[config.mk]
export PLATFORM = sky130hd
export DESIGN_NAME = hilo_muldiv_unit_flat
export DESIGN_NICKNAME = d
export VERILOG_FILES = /design/src/rtl/hilo_muldiv_unit_pkg.sv /design/src/rtl/hilo_muldiv_unit_if.sv /design/src/rtl/hilo_muldiv_unit_muldiv_datapath.sv /design/src/rtl/hilo_muldiv_unit.sv /design/src/flat_wrapper.sv
export SDC_FILE = /design/constraint.sdc
export NUM_CORES = 1
export LEC_CHECK = 0
export ABC_AREA = 1
export CORE_MARGIN = 2
export CORE_UTILIZATION = 25
export CTS_CLUSTER_DIAMETER = 200
export CTS_CLUSTER_SIZE = 14
export DETAILED_ROUTE_END_ITERATION = 10
export GPL_TIMING_DRIVEN = 0
export HOLD_SLACK_MARGIN = 0.1
export PLACE_DENSITY = 0.38
export SLEW_MARGIN = 25
export SYNTH_ARGS = -nofsm -noshare
export SYNTH_HDL_FRONTEND = slang
export SYNTH_SLANG_ARGS = --single-unit
[constraint.sdc]
create_clock -name Clock -period 7.5 [get_ports Clock]
set_input_delay 1.5 -clock Clock [delete_from_list [all_inputs] [get_ports Clock]]
set_output_delay 1.5 -clock Clock [all_outputs]
set_load 0.1 [all_outputs]
[src/rtl/hilo_muldiv_unit_pkg.sv]
// Shared definitions for the HiLo multiply/divide unit.
//   op_e    : EX-stage operation encoding (MULT, MULTU, DIV, DIVU)
//   state_e : sequencer states
//   WIDTH_DEF : default operand width
//   op_is_signed / op_is_div : decode helpers for op_e
package hilo_muldiv_unit_pkg;

  localparam int WIDTH_DEF = 32;

  typedef enum logic [1:0] {
    OP_MULT  = 2'b00,
    OP_MULTU = 2'b01,
    OP_DIV   = 2'b10,
    OP_DIVU  = 2'b11
  } op_e;

  typedef enum logic [1:0] {
    ST_IDLE = 2'b00,
    ST_CALC = 2'b01,
    ST_FIX  = 2'b10,
    ST_DONE = 2'b11
  } state_e;

  function automatic logic op_is_signed(input op_e op);
    return (op == OP_MULT) || (op == OP_DIV);
  endfunction

  function automatic logic op_is_div(input op_e op);
    return (op == OP_DIV) || (op == OP_DIVU);
  endfunction

endpackage

[src/rtl/hilo_muldiv_unit_if.sv]
// Request/response bundle between the EX stage and the mul/div unit.
//   Start, Op, Kill, OpA, OpB     : issue side (EX drives)
//   Busy, Done, HiLoEn, HiLoWrite : completion side (unit drives)
// master modport = EX stage, slave modport = mul/div unit.
interface hilo_muldiv_unit_if
  import hilo_muldiv_unit_pkg::*;
#(
  parameter int WIDTH = WIDTH_DEF
);

  logic               Start;
  op_e                Op;
  logic               Kill;
  logic [WIDTH-1:0]   OpA;
  logic [WIDTH-1:0]   OpB;
  logic               Busy;
  logic               Done;
  logic               HiLoEn;
  logic [2*WIDTH-1:0] HiLoWrite;

  modport master (
    output Start, Op, Kill, OpA, OpB,
    input  Busy, Done, HiLoEn, HiLoWrite
  );

  modport slave (
    input  Start, Op, Kill, OpA, OpB,
    output Busy, Done, HiLoEn, HiLoWrite
  );

endinterface

[src/rtl/hilo_muldiv_unit_muldiv_datapath.sv]
// Arithmetic core of the HiLo mul/div unit.
//   clk    in  : clock
//   load   in  : capture operands (magnitudes, sign flags, op) and seed the step registers
//   step   in  : perform one radix-2 iteration (shift-add multiply or restoring divide)
//   fix    in  : apply sign correction / divide-by-zero override into the result register
//   op     in  : operation being captured on load
//   opa    in  : multiplicand / dividend
//   opb    in  : multiplier / divisor
//   result out : {Hi,Lo} after fix
// Holds data only; sequencing lives in the parent.
module muldiv_datapath
  import hilo_muldiv_unit_pkg::*;
#(
  parameter int WIDTH = WIDTH_DEF
) (
  input  logic               clk,
  input  logic               load,
  input  logic               step,
  input  logic               fix,
  input  op_e                op,
  input  logic [WIDTH-1:0]   opa,
  input  logic [WIDTH-1:0]   opb,
  output logic [2*WIDTH-1:0] result
);

  localparam int W = WIDTH;

  function automatic logic [W-1:0] neg_w(input logic [W-1:0] x, input logic en);
    logic signed [W-1:0] sx;
    sx = x;
    return en ? -sx : sx;
  endfunction

  function automatic logic [2*W-1:0] neg_2w(input logic [2*W-1:0] x, input logic en);
    logic signed [2*W-1:0] sx;
    sx = x;
    return en ? -sx : sx;
  endfunction

  logic [W-1:0]   a_raw;
  logic [W-1:0]   a_mag;
  logic [W-1:0]   b_mag;
  logic           sign_a;
  logic           sign_b;
  logic           is_div;
  logic           b_zero;
  logic [2*W-1:0] prod;
  logic [W-1:0]   rem;
  logic [W-1:0]   quo;
  logic [2*W-1:0] res;

  logic           sa_in;
  logic           sb_in;
  logic [W-1:0]   a_mag_in;
  logic [W-1:0]   b_mag_in;
  logic [W:0]     mul_sum;
  logic [W:0]     div_shift;
  logic           div_ge;
  logic [W-1:0]   div_diff;
  logic [2*W-1:0] fixed;

  always_comb begin
    sa_in    = op_is_signed(op) & opa[W-1];
    sb_in    = op_is_signed(op) & opb[W-1];
    a_mag_in = neg_w(opa, sa_in);
    b_mag_in = neg_w(opb, sb_in);
  end

  // Multiply: low half of prod starts as the multiplier and is consumed from bit 0
  // while the partial product grows into the high half (W+1-bit add keeps the carry).
  // Divide: the partial remainder {rem, next dividend bit} is W+1 bits wide; after a
  // successful subtract it is below the divisor again, so W bits suffice to store it.
  always_comb begin
    mul_sum   = {1'b0, prod[2*W-1:W]} + {1'b0, (prod[0] ? a_mag : {W{1'b0}})};
    div_shift = {rem, quo[W-1]};
    div_ge    = div_shift >= {1'b0, b_mag};
    div_diff  = div_shift[W-1:0] - b_mag;
  end

  // Quotient negates on mixed signs, remainder follows the dividend. Divide by zero
  // bypasses the iteration result entirely.
  always_comb begin
    if (!is_div) begin
      fixed = neg_2w(prod, sign_a ^ sign_b);
    end else if (b_zero) begin
      fixed = {a_raw, {W{1'b1}}};
    end else begin
      fixed = {neg_w(rem, sign_a), neg_w(quo, sign_a ^ sign_b)};
    end
  end

  always_ff @(posedge clk) begin
    if (load) begin
      a_raw  <= opa;
      a_mag  <= a_mag_in;
      b_mag  <= b_mag_in;
      sign_a <= sa_in;
      sign_b <= sb_in;
      is_div <= op_is_div(op);
      b_zero <= (opb == '0);
      prod   <= {{W{1'b0}}, b_mag_in};
      rem    <= '0;
      quo    <= a_mag_in;
    end else if (step) begin
      if (is_div) begin
        rem <= div_ge ? div_diff : div_shift[W-1:0];
        quo <= {quo[W-2:0], div_ge};
      end else begin
        prod <= {mul_sum, prod[W-1:1]};
      end
    end else if (fix) begin
      res <= fixed;
    end
  end

  assign result = res;

endmodule

[src/rtl/hilo_muldiv_unit.sv]
// Iterative multiply/divide unit writing the HiLo register.
//   Clock : system clock, rising edge
//   Reset : asynchronous active-low reset
//   bus   : slave side of hilo_muldiv_unit_if
//           Start/Op/Kill/OpA/OpB in; Busy/Done/HiLoEn/HiLoWrite out
// Sequencer IDLE -> CALC (WIDTH steps) -> FIX -> DONE -> IDLE. The completion
// outputs are registered off the DONE state, so Done/HiLoEn pulse in the cycle
// after DONE, WIDTH+3 cycles after the Start cycle. Busy covers that pulse cycle
// too, which keeps a Start in the pulse cycle from being accepted.
module hilo_muldiv_unit
  import hilo_muldiv_unit_pkg::*;
#(
  parameter int WIDTH = WIDTH_DEF
) (
  input  logic              Clock,
  input  logic              Reset,
  hilo_muldiv_unit_if.slave bus
);

  localparam int CNT_W = (WIDTH > 1) ? $clog2(WIDTH) : 1;
  localparam logic [CNT_W-1:0] CNT_LAST = CNT_W'(WIDTH - 1);

  state_e             state;
  state_e             state_next;
  logic [CNT_W-1:0]   cnt;
  logic               busy_q;
  logic               done_q;
  logic [2*WIDTH-1:0] hilo_q;
  logic [2*WIDTH-1:0] dp_result;
  logic               accept;

  assign accept = (state == ST_IDLE) & bus.Start & ~bus.Kill & ~busy_q;

  always_comb begin
    state_next = state;
    case (state)
      ST_IDLE: if (accept) state_next = ST_CALC;
      ST_CALC: if (cnt == '0) state_next = ST_FIX;
      ST_FIX:  state_next = ST_DONE;
      ST_DONE: state_next = ST_IDLE;
      default: state_next = ST_IDLE;
    endcase
    if (bus.Kill) state_next = ST_IDLE;
  end

  always_ff @(posedge Clock or negedge Reset) begin
    if (!Reset) begin
      state  <= ST_IDLE;
      cnt    <= '0;
      busy_q <= 1'b0;
      done_q <= 1'b0;
      hilo_q <= '0;
    end else begin
      state <= state_next;
      if (accept) begin
        cnt <= CNT_LAST;
      end else if ((state == ST_CALC) && (cnt != '0)) begin
        cnt <= cnt - CNT_W'(1);
      end
      busy_q <= ~bus.Kill & (accept | (state != ST_IDLE));
      done_q <= ~bus.Kill & (state == ST_DONE);
      if (~bus.Kill && (state == ST_DONE)) begin
        hilo_q <= dp_result;
      end
    end
  end

  muldiv_datapath #(
    .WIDTH (WIDTH)
  ) u_datapath (
    .clk    (Clock),
    .load   (accept),
    .step   (state == ST_CALC),
    .fix    (state == ST_FIX),
    .op     (bus.Op),
    .opa    (bus.OpA),
    .opb    (bus.OpB),
    .result (dp_result)
  );

  assign bus.Busy      = busy_q;
  assign bus.Done      = done_q;
  assign bus.HiLoEn    = done_q;
  assign bus.HiLoWrite = hilo_q;

endmodule

[src/flat_wrapper.sv]
// flat-port wrapper written by rule: the top's interface ports become plain ports
module hilo_muldiv_unit_flat import hilo_muldiv_unit_pkg::*;
#(
  parameter int WIDTH = WIDTH_DEF
)
  (Clock, Reset, bus_Start, bus_Op, bus_Kill, bus_OpA, bus_OpB, bus_Busy, bus_Done, bus_HiLoEn, bus_HiLoWrite);
  hilo_muldiv_unit_if #(.WIDTH(WIDTH)) bus_i ();
  input  logic Clock;
  input  logic Reset;
  input wire logic [$bits(bus_i.Start)-1:0] bus_Start;
  input wire logic [$bits(bus_i.Op)-1:0] bus_Op;
  input wire logic [$bits(bus_i.Kill)-1:0] bus_Kill;
  input wire logic [$bits(bus_i.OpA)-1:0] bus_OpA;
  input wire logic [$bits(bus_i.OpB)-1:0] bus_OpB;
  output wire logic [$bits(bus_i.Busy)-1:0] bus_Busy;
  output wire logic [$bits(bus_i.Done)-1:0] bus_Done;
  output wire logic [$bits(bus_i.HiLoEn)-1:0] bus_HiLoEn;
  output wire logic [$bits(bus_i.HiLoWrite)-1:0] bus_HiLoWrite;
  assign bus_i.Start = bus_Start;
  assign bus_i.Op = bus_Op;
  assign bus_i.Kill = bus_Kill;
  assign bus_i.OpA = bus_OpA;
  assign bus_i.OpB = bus_OpB;
  assign bus_Busy = bus_i.Busy;
  assign bus_Done = bus_i.Done;
  assign bus_HiLoEn = bus_i.HiLoEn;
  assign bus_HiLoWrite = bus_i.HiLoWrite;
  hilo_muldiv_unit #(.WIDTH(WIDTH)) u_core (.Clock(Clock), .Reset(Reset), .bus(bus_i));
endmodule
### A small window of the routed layout, run 1

Region (232, 232) to (252, 252) µm. Cells in gray, sequential cells in the stronger gray; small squares are vias.
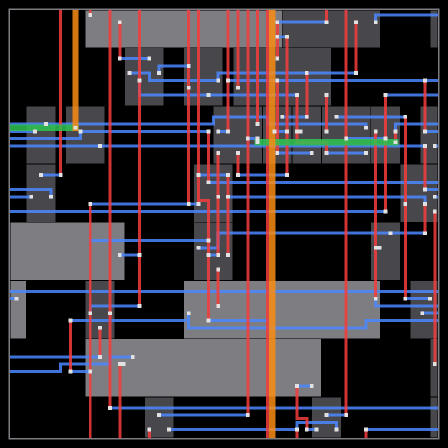
| layer | color |
|---|---|
| M3 | green |
| M2 | red |
| M4 | orange |
| M1 | blue |
cells with their middle in the window: 24
sequential cells in the window: 4
netlist names of flops here include: u_core.cnt (2)
most frequent: inv_1 (5), nand2_1 (4), dfrtp_1 (3)

### Wiring by layer, run 1

(2 px per µm) Only two layers are drawn.
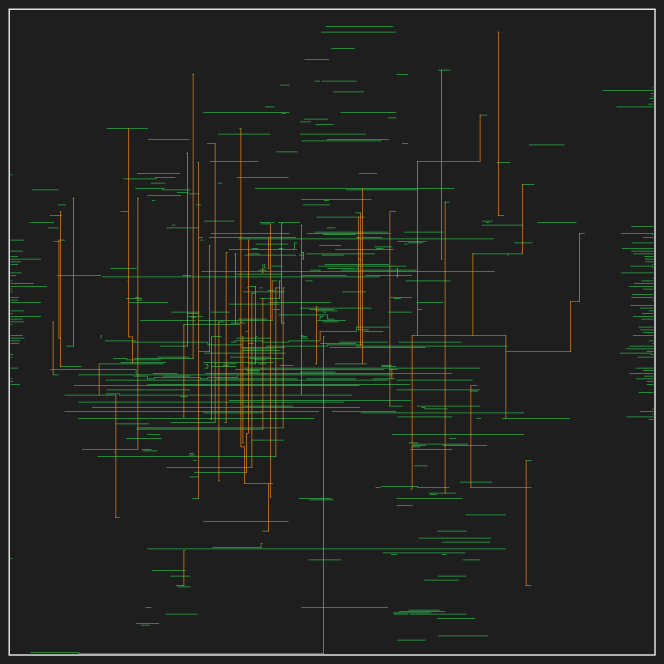
| layer | color | wire length |
|---|---|---|
| M3 | green | 8100 µm |
| M4 | orange | 3810 µm |

### Wires at chosen ports, followed through buffers, run 1

(1 px per µm)
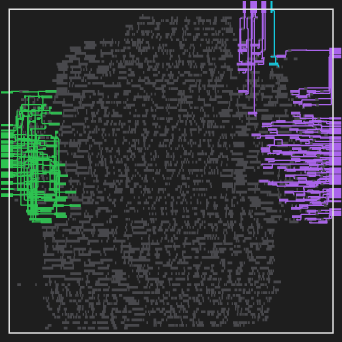
| port | color | bits | direction | edge | end cells | buffers | wire |
|---|---|---|---|---|---|---|---|
| bus_OpA | green | 32 | input | west | 94 | 32 | 2830 µm |
| bus_HiLoWrite | purple | 64 | output | 54 east, 10 north | 64 | 64 | 3060 µm |
| bus_Busy | cyan | 1 | output | north | 1 | 1 | 65.4 µm |

==> run 1: per-stage QoR <==
step,area [µm²],std cells,utilization
after global routing,29300,5185,0.292
after CTS,29200,5185,0.292
after detailed placement,28400,5132,0.284
final,29300,5185,0.292
after floorplan,25300,3694,-
after global placement,28300,5127,0.282
==> run 1: cell usage after synthesis (26+ instances only) <==
library cell     n
nor2_1         318
inv_1          529
buf_2           26
a21oi_1        127
nand4_1         53
edfxtp_1       227
dfrtp_1         73
o21ai_0        217
o21ai_1         33
nand3_1        342
xor2_1          68
ha_1            76
nor3_1          46
clkbuf_1        65
dfxtp_1         64
nand2_1       1238
==> run 1: layer usage <==
layer  track usage  share of wire  vias up
met5             0              0        -
met4        0.0640          0.033        0
met3        0.0438          0.069      131
met2         0.338           0.42      771
met1         0.315           0.47    11500
li1              -              -    12200
==> qor.csv, run 1 <==
stage;metric;value;unit
critical_path;start_kind;input pin;
pwr;psw;5.24;mW
min_path;beginning_of_the_worst_hold_path;u_core.u_datapath.result[20]$_DFFE_PP_;
cts;clock_tree.root_cell;clkbuf_16;
logic_synthesis;dominantRegCellSynth;edfxtp_1;
floorplanning;initCoreUtil;0.253;
critical_path;cp.required;7.76;ns
placed_design;buffer_ports.inserted;135;
logic_synthesis;ys.flops;364;
cts;post_cts_hold_buffer_count;0;
timing;achievable-frequency;247;MHz
route;drt_first_iter_violations;2183;
pwr;combinationalPowerShare;0.519;
status;result_of_the_run;complete, no violations;
route;remaining_drc_errors;0;
route;via_count;24600;
critical_path;critical_path.reg2reg.startpoint;u_core.state[0]$_DFFE_PN0P_;
final_layout;layout_filler_cell_count;11300;
grt;track_usage;0.221;
floorplanning;rows;116;
logic_synthesis;enable_flop_cells;227;
### Clock wiring as the flow saved it, run 1

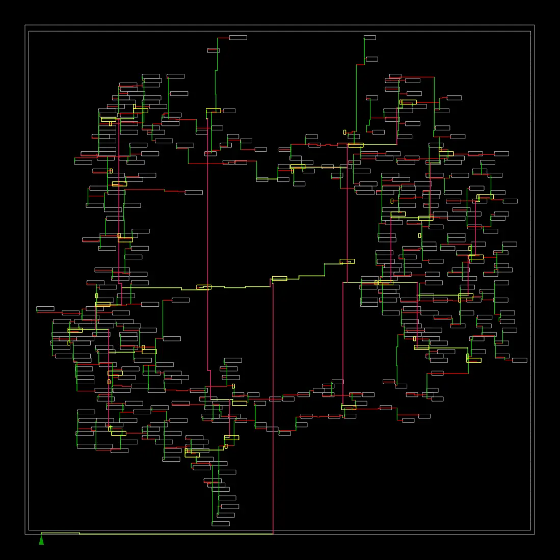

==> run 2: changes to the inputs <==
--- a/config.mk
+++ b/config.mk
@@ -13,7 +13,7 @@
 export DETAILED_ROUTE_END_ITERATION = 10
 export GPL_TIMING_DRIVEN = 0
 export HOLD_SLACK_MARGIN = 0.1
-export PLACE_DENSITY = 0.38
+export PLACE_DENSITY = 0.39
 export SLEW_MARGIN = 25
 export SYNTH_ARGS = -nofsm -noshare
 export SYNTH_HDL_FRONTEND = slang
==> constraint.sdc (replaced) <==
create_clock -name Clock -period 3.2 [get_ports Clock]
set_input_delay 0.64 -clock Clock [delete_from_list [all_inputs] [get_ports Clock]]
set_output_delay 0.64 -clock Clock [all_outputs]
set_load 0.1 [all_outputs]
### Clock wiring as the flow saved it, run 2

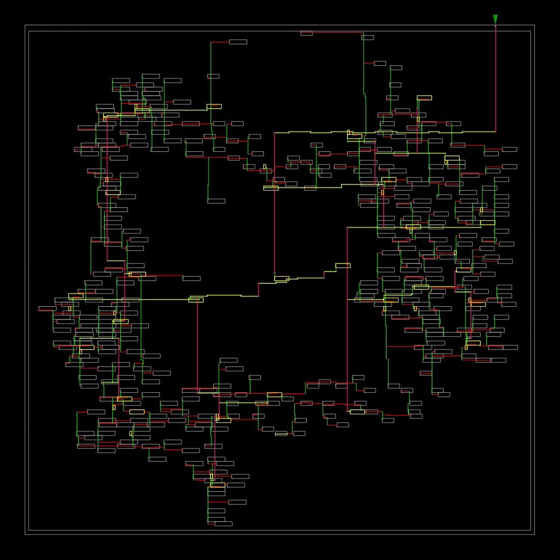
clock sink total: 364
Post-Route Skew: 0.0194 ns
clock group power: 3.48 mW
clock insertion delay at the later pin of the skew report: 0.60 ns
TritonCTS buffer count: 29

==> run 2 against run 1 <==
  * The flow now finishes with violations (negative setup slack)
  * Clock power increased by 130%
  * Synthesized cell count unchanged
  * Non-clock buffer count unchanged
  * Wire length about the same
  * Global-route usage about the same
  * Critical path type is now reg -> reg
  * Final cell count about the same
  * Register-to-register slack got worse by 4.1 ns
==> qor.csv, run 2 <==
stage;metric;value;unit;change
critical_path;critical_path.reg2reg.startpoint;u_core.u_datapath.sign_a$_DFFE_PP_;;was u_core.state[0]$_DFFE_PN0P_
placed_design;place.detailed.instances;5131;;was 5132
route;remaining_drc_errors;0;;unchanged
logic_synthesis;enable_flop_cells;227;;unchanged
logic_synthesis;ys.flops;364;;unchanged
critical_path;cp.required;3.46;ns;was 7.76 ns
timing;final_setup_slack_of_the_worst_path;-0.0160;ns;was 3.45 ns
final_layout;layout_filler_cell_count;11300;;about the same
route;via_count;24800;;was 24600
route;drt_first_iter_violations;2295;;was 2183
grt;met2_usage;0.348;;was 0.338
status;result_of_the_run;finished with violations;;was complete, no violations
route;top_routing_layer_in_use;met4;;unchanged
placed_design;dp_worst_setup_slack;-0.664;ns;was 2.82 ns
route;wirelength_met1;55900;µm;was 55400 µm
timing;setup_viol;1;;was 0
placed_design;buffer_ports.inserted;135;;unchanged
grt;track_usage;0.222;;was 0.221
final_layout;layoutNonFillerInstCount;5184;;was 5185
logic_synthesis;dominantRegCellSynth;edfxtp_1;;unchanged
grt;met3_use_gr;0.0337;;was 0.0438
route;dr_wl_met2;50900;µm;was 49700 µm
route;met3_length;7630;µm;was 8100 µm
grt;gr-usage-met1;0.321;;was 0.315
critical_path;start_kind;register;;was input pin
final_layout;fin_util;0.292;;unchanged
logic_synthesis;most_common_cell;nand2_1;;unchanged
status;failed_checks;negative setup slack;;
logic_synthesis;top_logic_kind;simple AND/OR/NAND/NOR gates;;unchanged
logic_synthesis;synth.cells.most_frequent;nand2_1 (1238), inv_1 (529), nand3_1 (342);;unchanged
cts;clock_tree.root_cell;clkbuf_16;;unchanged
[run 2: through the flow]
stage,hold WS [ns],instance area [µm²]
after floorplan,0.344,25300
after global placement,0.427,28300
after detailed placement,0.431,28400
after CTS,0.178,29200
after global routing,0.201,29300
final,0.210,29300
[run 2: logic make-up after synthesis]
family,Yosys count
adder cells (fa/ha/maj),78
flip-flops,364
buffers and inverters,650
AND-OR/OR-AND,434
AND/OR/NAND/NOR,2074
XOR/XNOR,94
[run 2: report_power, final]
part           internal (mW)  total, mW  switching, mW  leakage (nW)
Sequential              6.62       7.94           1.32          3.57
Combinational           3.12       12.3           9.19          9.60
Clock                   1.70       3.48           1.78         0.385
[run 2: repair_timing]
item,4_1_cts,5_1_grt
endpoints found under the setup margin,141,5
gates resized,5,6
hold buffers,1,0
endpoints found under the hold margin,40,0
### M2 wires, run 2

(1 px per µm)
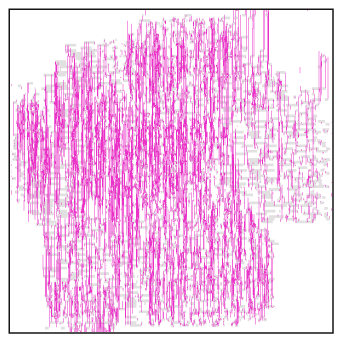

==> run 3: changes to the inputs <==
--- a/config.mk
+++ b/config.mk
@@ -6,6 +6,7 @@
 export NUM_CORES = 1
 export LEC_CHECK = 0
 export ABC_AREA = 1
+export CORE_ASPECT_RATIO = 1.25
 export CORE_MARGIN = 2
 export CORE_UTILIZATION = 25
 export CTS_CLUSTER_DIAMETER = 200
### M2 wires, run 3

(1 px per µm)
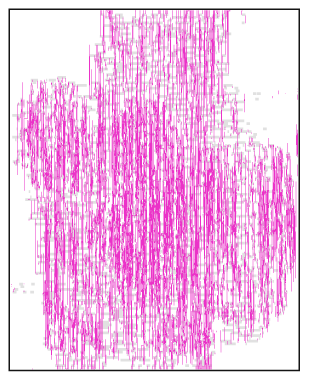
wire length on this layer: 61.1 mm
main direction: vertical

==> run 3 against run 2 <==
  * The run now ends clean
  * Critical path depth is 1 higher
  * Cell area is 0.24% higher
  * Clock power up 3%
  * Via count fell by 0.19%
  * Final cell count grew 0.54%
  * Sequential power hardly changed
  * Combinational power hardly changed
  * Worst setup slack gained 0.037 ns
  * Non-clock buffer count did not move
  * Flip-flop count unchanged
  * Clock-buffer cell count up 1
  * Wire length grew 3.9%
==> qor.csv, run 3 <==
stage;metric;value;unit;change
logic_synthesis;dominantRegCellSynth;edfxtp_1;;unchanged
route;drt_first_iter_violations;1679;;was 2295
cts;clock_sinks;364;;unchanged
pwr;clockNetworkPower;3.59;mW;was 3.48 mW
min_path;beginning_of_the_worst_hold_path;bus_Op[1];;unchanged
placed_design;dp_worst_setup_slack;-0.630;ns;was -0.664 ns
pwr;power.share.clock;0.149;;was 0.146
logic_synthesis;enable_flop_cells;227;;unchanged
final_layout;layoutNonFillerInstCount;5212;;was 5184
logic_synthesis;top_logic_kind;simple AND/OR/NAND/NOR gates;;unchanged
cts;post_cts_hold_buffer_count;1;;unchanged
pwr;psw;12.6;mW;was 12.3 mW
final_layout;design_area;29300;µm²;about the same
route;remaining_drc_errors;0;;unchanged
critical_path;start_kind;register;;unchanged
final_layout;fin_util;0.292;;about the same
status;result_of_the_run;complete, no violations;;was finished with violations
logic_synthesis;synth.cells.most_frequent;nand2_1 (1238), inv_1 (529), nand3_1 (342);;unchanged
pwr;power.group.top;combinational cells;;unchanged
pwr;power.internal;11.5;mW;was 11.4 mW
floorplanning;initCoreUtil;0.252;;was 0.253
cts;clock_tree.root_cell;clkbuf_16;;unchanged
pwr;power.sequential.fraction;0.329;;was 0.335
pwr;combinationalPowerShare;0.522;;was 0.519
pwr;power.switching_fraction;0.524;;was 0.518
timing;setup_viol;0;;was 1
critical_path;critical_path.reg2reg.startpoint;u_core.u_datapath.sign_a$_DFFE_PP_;;unchanged
cts;numCtsBuffers;29;;unchanged
placed_design;buffer_ports.inserted;135;;unchanged
timing;worst_clock_skew;0.0350;ns;was 0.0194 ns
critical_path;cp.required;3.48;ns;was 3.46 ns
==> run 3: cell counts after synthesis <==
Identical to the previous run, type by type.
==> run 3: layout make-up <==
cell class                      count  area (µm²)
Fill cell                       11200       71000
Multi-Input combinational cell   2680       12900
Sequential cell                   364        9920
Inverter                          546        2050
Tap cell                         1320        1650
Timing Repair Buffer              140        1470
Clock buffer                       53         816
Buffer                            104         495
Antenna cell                        5        12.5
==> run 3: per-layer routing <==
layer / global-route usage / part of all wire
met5: 0 / 0.00025
met3: 0.0200 / 0.035
met2: 0.418 / 0.50
met1: 0.262 / 0.39
met4: 0.137 / 0.068
Power figures rest on the tool's default switching activity, not on a simulated workload.
